Design sim_trace_ctrl_flat, sky130hd; sources not shown.
Fig. 1: supply network
(1 px per um) Pins as bars on the die edge.
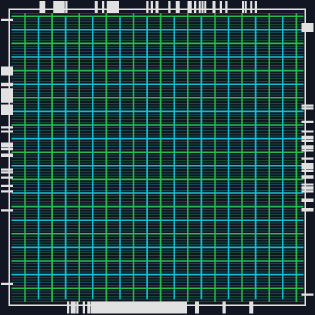
legend:
  VDD:
    colour: cyan
  VSS:
    colour: green
met5 straps: 21
rows: 106
VDD IR-drop max: 0.378 mV
Die Width: 295 um
die height: 295 um
core outline area: 84,200 um2

Fig. 2: placement by cell class
(1 px per um) Fill, decap, tap and diode cells in grey.
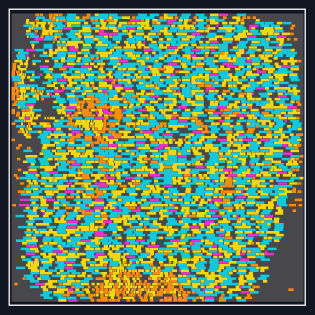
legend:
  remaining logic cells:
    colour: yellow
    cells: 1,678
    share_of_their_area: 38%
  registers:
    colour: cyan
    cells: 1,092
    share_of_their_area: 46%
  clock drivers and dummy loads:
    colour: magenta
    cells: 201
    share_of_their_area: 6.3%
  remaining buffers and delay cells:
    colour: orange
    cells: 479
    share_of_their_area: 9.3%
post-route cell area: 60,400 um2
number of core rows: 106
Core Util, Final: 71.7%
sequential share of cell area: 45.3%

Fig. 3: clock network drawn from the DEF
(2 px per um)
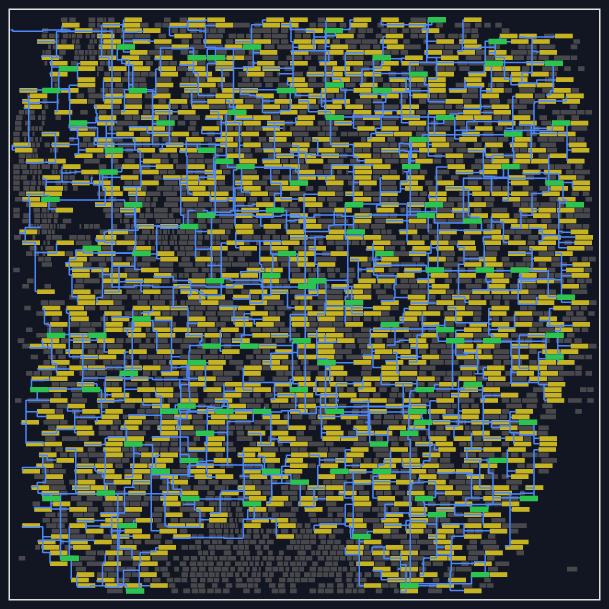
legend:
  clock-net drivers:
    colour: green
    count: 111
  clock wires:
    colour: blue
    length: 12,700 um
  flip-flops:
    colour: yellow
    count: 1,092
flops lie: all over the die
Clk pwr share: 25.6%
Clk power: 0.00986 W
latest clock arrival within the worst-skew pair: 0.67 ns

==> flow_summary.json <==
{
  "portBuffers": 244,
  "power_leader": "registers",
  "use_met1_pct": 42.5,
  "status": "completed",
  "worstPathMaxFanout": 3,
  "async_reset_ff_share_pct": 100,
  "finalSetupViolations": 0,
  "compound_area_share_pct": 0.234,
  "setup_tns_ns": 0,
  "drc": 0,
  "slew_headroom_pct": 30.0,
  "ys_warn_count": 0,
  "wl_met3_um": 6550,
  "htreeDepth": 3,
  "openroad.warnings": 37,
  "path_clk_slew_ns": 0.06,
  "synth_chip_area_um2": 51300,
  "grt_use_total_pct": 30.5,
  "grt.busiest_layer": "met2",
  "ant_nets": 0,
  "sh_comb_area_pct": 37.1,
  "syn_nets": 3215,
  "internal_power_w": 0.0272,
  "synth_top_area_share_pct": 53.2,
  "synth_area_per_cell_um2": 16.8,
  "top_layer": "met5",
  "final_max_slew_viol_count": 0,
  "final_nets": 3514,
  "wl_per_cell_um": 27.9,
  "mux_area_share_pct": 39.4,
  "grt_max_degree": 109,
  "vias": 28826
}
cell usage in the layout, fill, tap and decap left out, types with 27 or more instances in the layout:
cell / netlist / layout
mux2_2: 745 / 745
clkbuf_16: 0 / 113
xnor2_1: 74 / 73
dfrtp_1: 1092 / 1088
clkdlybuf4s50_1: 0 / 239
buf_12: 0 / 98
buf_4: 4 / 132
nand4_1: 27 / 27
mux4_2: 325 / 325
mux2_4: 300 / 300
xor2_1: 34 / 34
critical path, cell delays in order:
cell and delay, ns:
clkdlybuf4s50_1 0.47, buf_6 0.14, xnor2_1 0.12, nand4_1 0.11, or4_4 0.53, or4_4 0.55
nand4_4 0.23, inv_4 0.05, dlygate4sd2_1 0.26
Power and IR drop assume default switching activity.
